==> config.mk <==
export PLATFORM = sky130hd
export DESIGN_NAME = counter_rr_scheduler
export DESIGN_NICKNAME = d
export VERILOG_FILES = /design/src/rtl/counter_rr_scheduler.sv
export SDC_FILE = /design/constraint.sdc
export NUM_CORES = 1
export LEC_CHECK = 0
export ABC_AREA = 1
export CORE_UTILIZATION = 44
export DETAILED_ROUTE_END_ITERATION = 7
export PLACE_DENSITY = 0.85
export SYNTH_ARGS = -nofsm -noshare
export SYNTH_HDL_FRONTEND = slang
export SYNTH_SLANG_ARGS = --single-unit
==> constraint.sdc <==
create_clock -name clk -period 2.6 [get_ports clk]
set_clock_uncertainty 0.15 [all_clocks]
set_input_delay 0.39 -clock clk [delete_from_list [all_inputs] [get_ports clk]]
set_output_delay 0.39 -clock clk [all_outputs]
set_load 0.05 [all_outputs]
Fig. 1: run 1, metal 1
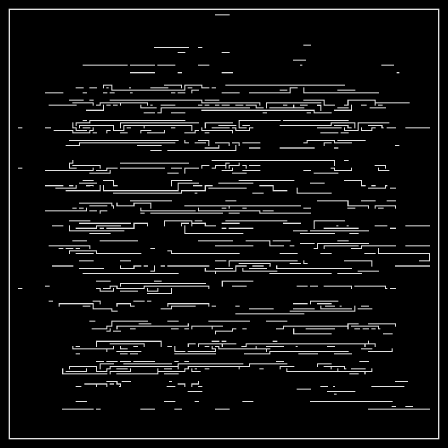
The layer carries 1,500 um of wire. 263 nets have wire on it. The wires run mostly horizontal. The layer holds 46% of the routed length. The longest straight run is 17.5 um.
aggregate routed wire length: 3250 um
via count: 1,482
met1 usage: 26.9%

Fig. 2: run 1, sequential cells colored by netlist name
Scale bar: 20 um. Other sequential cells in the stronger gray, the rest of the logic in the fainter gray.
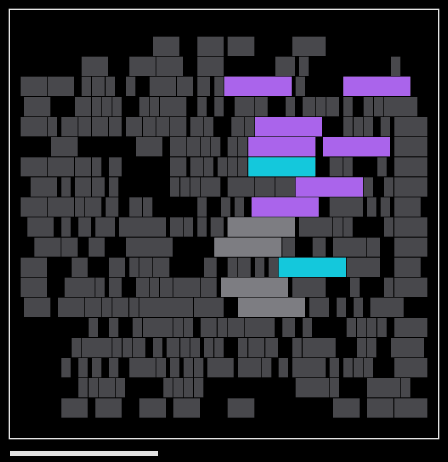
`state_q`: shown in cyan, flops 2. `val_q`: shown in purple, flops 7.
flop share of the area: 16.6%
Core Util, Final: 68.7%
Register Area: 325 sq um
power in sequential cells: 0.415 mW

Fig. 3: run 1, M3 wires
Scale bar: 20 um.
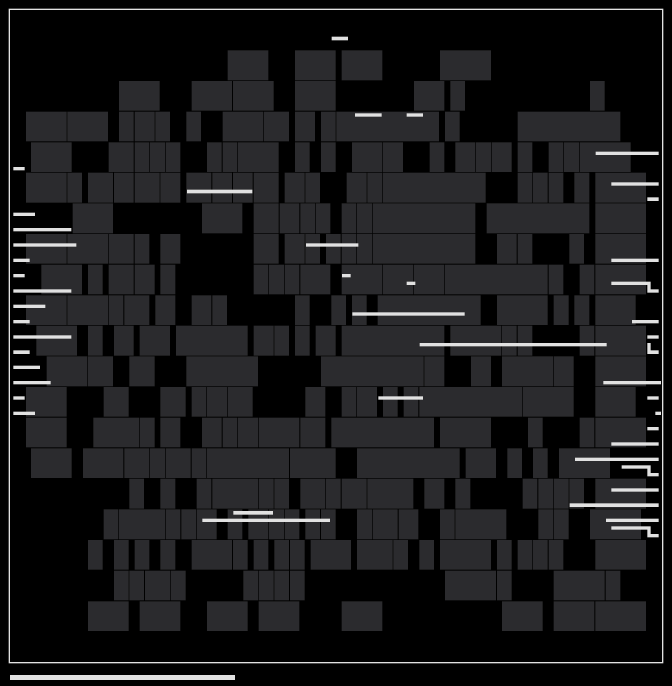
The layer carries 159 um of wire. 41 nets have wire on it. The layer holds 4.9% of the routed length. The wires run mostly horizontal.
met3 usage: 2.23%

==> changes_impl.md, run 1 <==
### Changed

- Status: finished with violations
- Failing checks: design-rule violations
- Psw: 1.63 mW
- Yosys cell count: 212
- Commonest Layout Cell: nand2_1
- CTS Buffer Depth: 2
- Yosys reg bits: 13
- Vias in the first global route: 1,210
- List of most frequent post-synthesis cells: nand2_1 (71), inv_1 (31), nand3_1 (21), nand4_1 (14), dfrtp_1 (13)
- Area share, top type: 23.6%
- Setup TNS: 0 ns
- Dpl cell area: 0.00190 sq mm
- Die span in y: 58.0 um
- Highest-delay cell along the critical path: clkdlybuf4s50_1
- Post-Synth Simple-Gate Area: 49.9%
- Comb pwr share: 80.5%
- WL/cell: 11.1 um
- CP top delay family: buffers and inverters
- Hold_ws: 0.339 ns
- Synth Seq Share: 23.6%
- Flops: 13
- Place WS: 0.140 ns
- Most instantiated library cell after synthesis: nand2_1
- Worst slew margin: 61.6%
- Critical path depth in cells: 4
- Number of flip-flops in the largest register: 7
- Clk pwr share: 4.3%
- Cts repair resizes: 0
- I/O Buffers: 51
- Bufs w/o clock: 53
- P_leak: 1.26 nW
- Leading area contributor after synthesis: dfrtp_1
- Setup ws final: 0.135 ns
- Sequential share of power: 15.2%
- N_taps: 31
- Comb_multi_in: 157
- Total power draw: 2.73 mW
- First-pass GRT wire length: 5240 um
- Largest net degree at the start of global routing: 18
- CP max stage delay: 0.78 ns
- Gp weighted congestion: 0.857
- Commonest flop: dfrtp_1
- Clock Buffer Count: 4
- CP Capture Type: primary output
- Fraction of area in multi-input gates: 44.2%
- First-pass iteration count of the detailed router: 7
- CTS H-tree lvls: 1
- Setup-failing EPs final: 0
- Setup bufs post-CTS: 0
- Root Driver: clkbuf_4
- Core Box Area: 0.00285 sq mm
- Met3 wire len: 158 um
- Crit Path Class: register to primary output
- Initial antenna violation count: 0
- Crit path cell chain: ha_1, nand2_1, inv_1, clkdlybuf4s50_1
- Die area: 0.00336 sq mm
- Fp util: 48.3%
- Clk power: 0.118 mW
- Placed insts: 290
- Hold Vio Cnt, Final: 0
- AND-OR/OR-AND Cells, Area Fraction: 5.81%
- Top Layout Cells: nand2_1 (71), clkdlybuf4s50_1 (36), inv_1 (31)
- Final clock-cell share: 1.34%
- CTS tree: yes
- Hold crit path type: input port to asynchronous set/reset pin
- Slew @ Worst Pin: 0.574 ns
- Tool warnings: 32
- YS chip area: 0.00138 sq mm
- Floorplan Nets: 255
- Post-route minimum period: 2.47 ns
- Ranking of synthesized cells by area: dfrtp_1 (24%), nand2_1 (19%), inv_1 (8.4%)
- MaxCap Viol Count: 0
- XOR-XNOR Cells, Area Fraction: 0%
- Die width: 58.0 um
- Antenna cells: 0
- Max VDD drop: 680 uV
- Worst path required time: 2.06 ns
- GRT Max-Usage Layer: met2
- Avg Vias per Cell: 5.04
- Cell Type Count: 23
- Combinational cell power: 2.20 mW
- M2 GR Usage: 32.5%
- Mean Syn Cell Area: 6.50 sq um
- Sw Share: 59.7%
- Crit Path Max Fanout: 8
- Reg2Reg Setup Slack: 0.31 ns
- Synth Cell Area: 0.00138 sq mm
- Worst setup SP type: register
- Rows: 19
- Crit path DAT: 1.93 ns
- Largest area class, layout: multi-input combinational cells
- Area delta synth->final: 42.3%
- Gate Area: 867 sq um
- Non-filler cells, final: 294
- Overall Global Routing Usage: 19.7%
- Top power group: combinational logic
- DRC errors left: 4
- Number of enable flip-flop cells: 0
- Buf/Inv on CP: 2
- Pwr dens: 1390 mW/mm^2
- Non-clk buf share: 28.7%
- Detail Placement HPWL: 2580 um
- Nonclk inv count: 36
- Logic family by area: simple AND/OR/NAND/NOR gates
- Layout net count: 307
- R2R depth: 15
- Starting DRT DRC Count: 46
- Overflow after GRT: 0
- Cycle use final: 94.8%
- Routed Antenna Nets: 0
- Reg clk slew, reported paths: 0.07 ns
- Uppermost layer routed: met4
Fig. 4: run 1, routing congestion
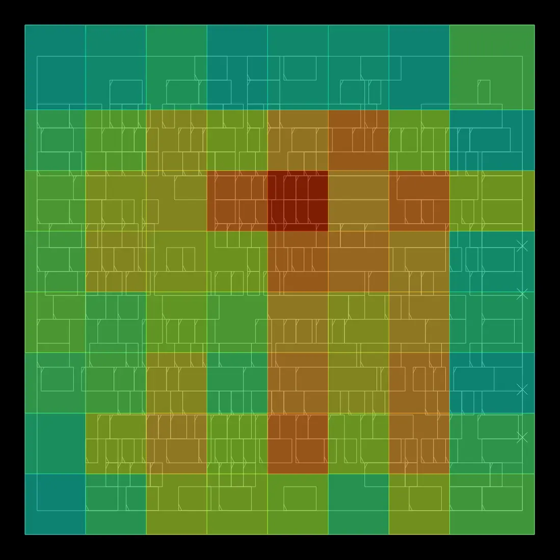

==> run 2, diff against run 1 <==
- ABC_AREA: 1 -> default
- CORE_UTILIZATION: 44 -> 61
- DONT_BUFFER_PORTS: default -> 1
- PLACE_DENSITY: 0.85 -> 0.82
Fig. 5: run 2, routing congestion
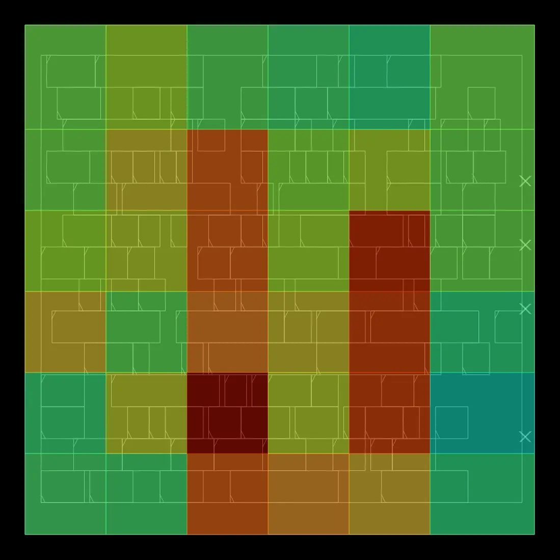
GRT Max-Usage Layer: met2
Core Util, Final: 71.1%
met1 usage: 24.5%
Overall Global Routing Usage: 24.1%

Fig. 6: run 2, sequential cells colored by netlist name
Scale bar: 10 um. Other sequential cells in the stronger gray, the rest of the logic in the fainter gray.
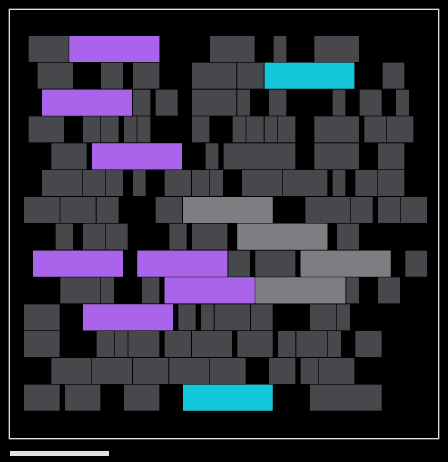
`state_q`: shown in cyan, flops 2. `val_q`: shown in purple, flops 7.
flop share of the area: 29.3%
power in sequential cells: 0.390 mW

==> run 2 against run 1 <==
The run still ends with design-rule violations left. Non-clock buffer count fell by 46. Cell area shrank 43%. Register-to-register slack better by 0.02 ns. Combinational power is 54% lower. Wire length fell by 37%. Total power fell by 44%. Critical path type is now register to register.
==> changes_impl.md, run 2 <==
### Changed

- Starting DRT DRC Count: 21 (-54%)
- Reg clk slew, reported paths: 0.08 ns (about the same)
- Crit Path Max Fanout: 15 (+7)
- Area share, top type: 31.1% (+7.5 points)
- Mean Syn Cell Area: 9.86 sq um (+52%)
- Final clock-cell share: 2.48% (+1.1 points)
- Cts repair resizes: 0 (unchanged)
- Worst slew margin: 57.4% (-4.2 points)
- Rows: 14 (-5)
- Fraction of layout cells with a size suffix above 1: 19.5%
- Sw Share: 53.9% (-5.8 points)
- Place WS: 0.333 ns (+0.192 ns)
- Cell Type Count: 23 (unchanged)
- Synth Warn #: 0
- CTS Buffer Depth: 2 (unchanged)
- Combinational cell power: 1.01 mW (-54%)
- Logic family by area: multiplexers
- Hold crit path type: input port to register
- Yosys cell count: 106 (-50%)
- Synth Cell Area: 0.00104 sq mm (-24%)
- Die area: 0.00188 sq mm (-44%)
- AND-OR/OR-AND Cells, Area Fraction: 13.2% (+7.4 points)
- Hold_ws: 0.0988 ns (-0.240 ns)
- Non-clk buf share: 4.97% (-24 points)
- CTS tree: yes
- Highest-delay cell along the critical path: dfrtp_1
- Aggregate routed wire length: 2060 um (-37%)
- Overflow after GRT: 0 (unchanged)
- Total CTS buffers: 3
- Total power draw: 1.53 mW (-44%)
- Cells after synthesis: 106
- Max VDD drop: 629 uV (-7.5%)
- Routed Antenna Nets: 0 (unchanged)
- Floorplan Nets: 149 (-42%)
- Cycle use final: 87.4% (-7.4 points)
- Number of enable flip-flop cells: 0 (unchanged)
- Top power group: combinational logic
- Synth Seq Share: 31.1% (+7.5 points)
- Tool warnings: 32 (unchanged)
- Non-filler cells, final: 129 (-56%)
- Commonest flop: dfrtp_1
- Status: finished with violations
- Pwr dens: 1380 mW/mm^2 (-0.98%)
- Dpl cell area: 0.00107 sq mm (-44%)
- Uppermost layer routed: met4
- Setup ws final: 0.328 ns (+0.193 ns)
- Top Layout Cells: mux2i_1 (15), dfrtp_1 (13), nand2_1 (12)
- N_taps: 16 (-48%)
- Comb_multi_in: 83 (-47%)
- Hold-fix buffers, CTS: 1
- Avg Vias per Cell: 6.11 (+21%)
- Commonest Layout Cell: mux2i_1
- Via count: 788 (-47%)
- Initial antenna violation count: 0 (unchanged)
- I/O Buffers: 0 (-100%)
- Worst setup SP type: register
- CP max stage delay: 0.51 ns (-0.27 ns)
- Comb pwr share: 66.2% (-14 points)
- DRC errors left: 8 (+4)
- Sequential share of power: 25.5% (+10 points)
- Gp weighted congestion: 0.729 (-15%)
- First-pass GRT wire length: 3240 um (-38%)
- Synth mux share: 24.1%
- YS chip area: 0.00104 sq mm (-24%)
- Bufs w/o clock: 7 (-87%)
- Post-route minimum period: 2.27 ns (-0.193 ns)
- Leading area contributor after synthesis: dfrtp_1
- Largest area class, layout: multi-input combinational cells
- CP top delay family: AND-OR/OR-AND gates
- Worst path required time: 2.66 ns (+0.60 ns)
- Reg2Reg Setup Slack: 0.33 ns (+0.02 ns)
- M2 GR Usage: 46.1% (+14 points)
- Psw: 0.826 mW (-49%)
- Layout net count: 157 (-49%)
- Gate Area: 658 sq um (-24%)
- Ranking of synthesized cells by area: dfrtp_1 (31%), mux2i_1 (14%), mux2_2 (9.7%)
- Crit path cell chain: a21oi_2, o21a_1, o22ai_4, mux2i_1, mux2_2, nand4b_1, o21ai_1
- R2R depth: 7 (-8)
- Largest net degree at the start of global routing: 16 (-2)
- Critical path depth in cells: 7 (+3)
- Area delta synth->final: 6.11%
- Die width: 43.4 um (-25%)
- Asr flop ratio synth: 100%
- Die span in y: 43.4 um (-25%)
- Failing checks: design-rule violations
- MaxCap Viol Count: 0 (unchanged)
- Setup-failing EPs final: 0 (unchanged)
- Post-Synth Simple-Gate Area: 16.2% (-34 points)
- Detail Placement HPWL: 1690 um (-34%)
- XOR-XNOR Cells, Area Fraction: 0% (unchanged)
- Internal: 0.706 mW
- Nonclk inv count: 6 (-83%)
- Final Max Slew Viols: 0
- Root Driver: clkbuf_4
- CTS H-tree lvls: 1 (unchanged)
- Crit path DAT: 2.33 ns (+0.40 ns)
- Core Box Area: 0.00156 sq mm (-45%)
- Clk power: 0.128 mW (+8%)
- Setup TNS: 0 ns (unchanged)
- Fraction of area in multi-input gates: 59.4% (+15 points)
- Antenna cells: 0 (unchanged)
- Total clock sinks: 13
- List of most frequent post-synthesis cells: mux2i_1 (15), dfrtp_1 (13), nand2_1 (12), and2_1 (11), mux2_2 (9)
- Most instantiated library cell after synthesis: mux2i_1
- First-pass iteration count of the detailed router: 6 (-1)
- Register Area: 325 sq um (unchanged)
- Hold Vio Cnt, Final: 0 (unchanged)
- Fp util: 67.0% (+19 points)
- Yosys reg bits: 13 (unchanged)
- CP Capture Type: register
- Vias in the first global route: 747 (-38%)
- Clk pwr share: 8.3% (+4.0 points)
- Number of flip-flops in the largest register: 7 (unchanged)
- Clock Buffer Count: 3 (-1)
- WL/cell: 16.0 um (+45%)
- P_leak: 0.535 nW (-58%)
- Placed insts: 124 (-57%)
- Met3 wire len: 123 um (-22%)
- Crit Path Class: register to register
- Slew @ Worst Pin: 0.639 ns (+0.0646 ns)
- Setup bufs post-CTS: 0 (unchanged)
- Flops: 13 (unchanged)
- Buf/Inv on CP: 0 (-2)
- Met3 usage: 4.17% (+1.9 points)
- Met1 WL: 710 um
No activity file was given, so power comes from the tool's default toggle rates.
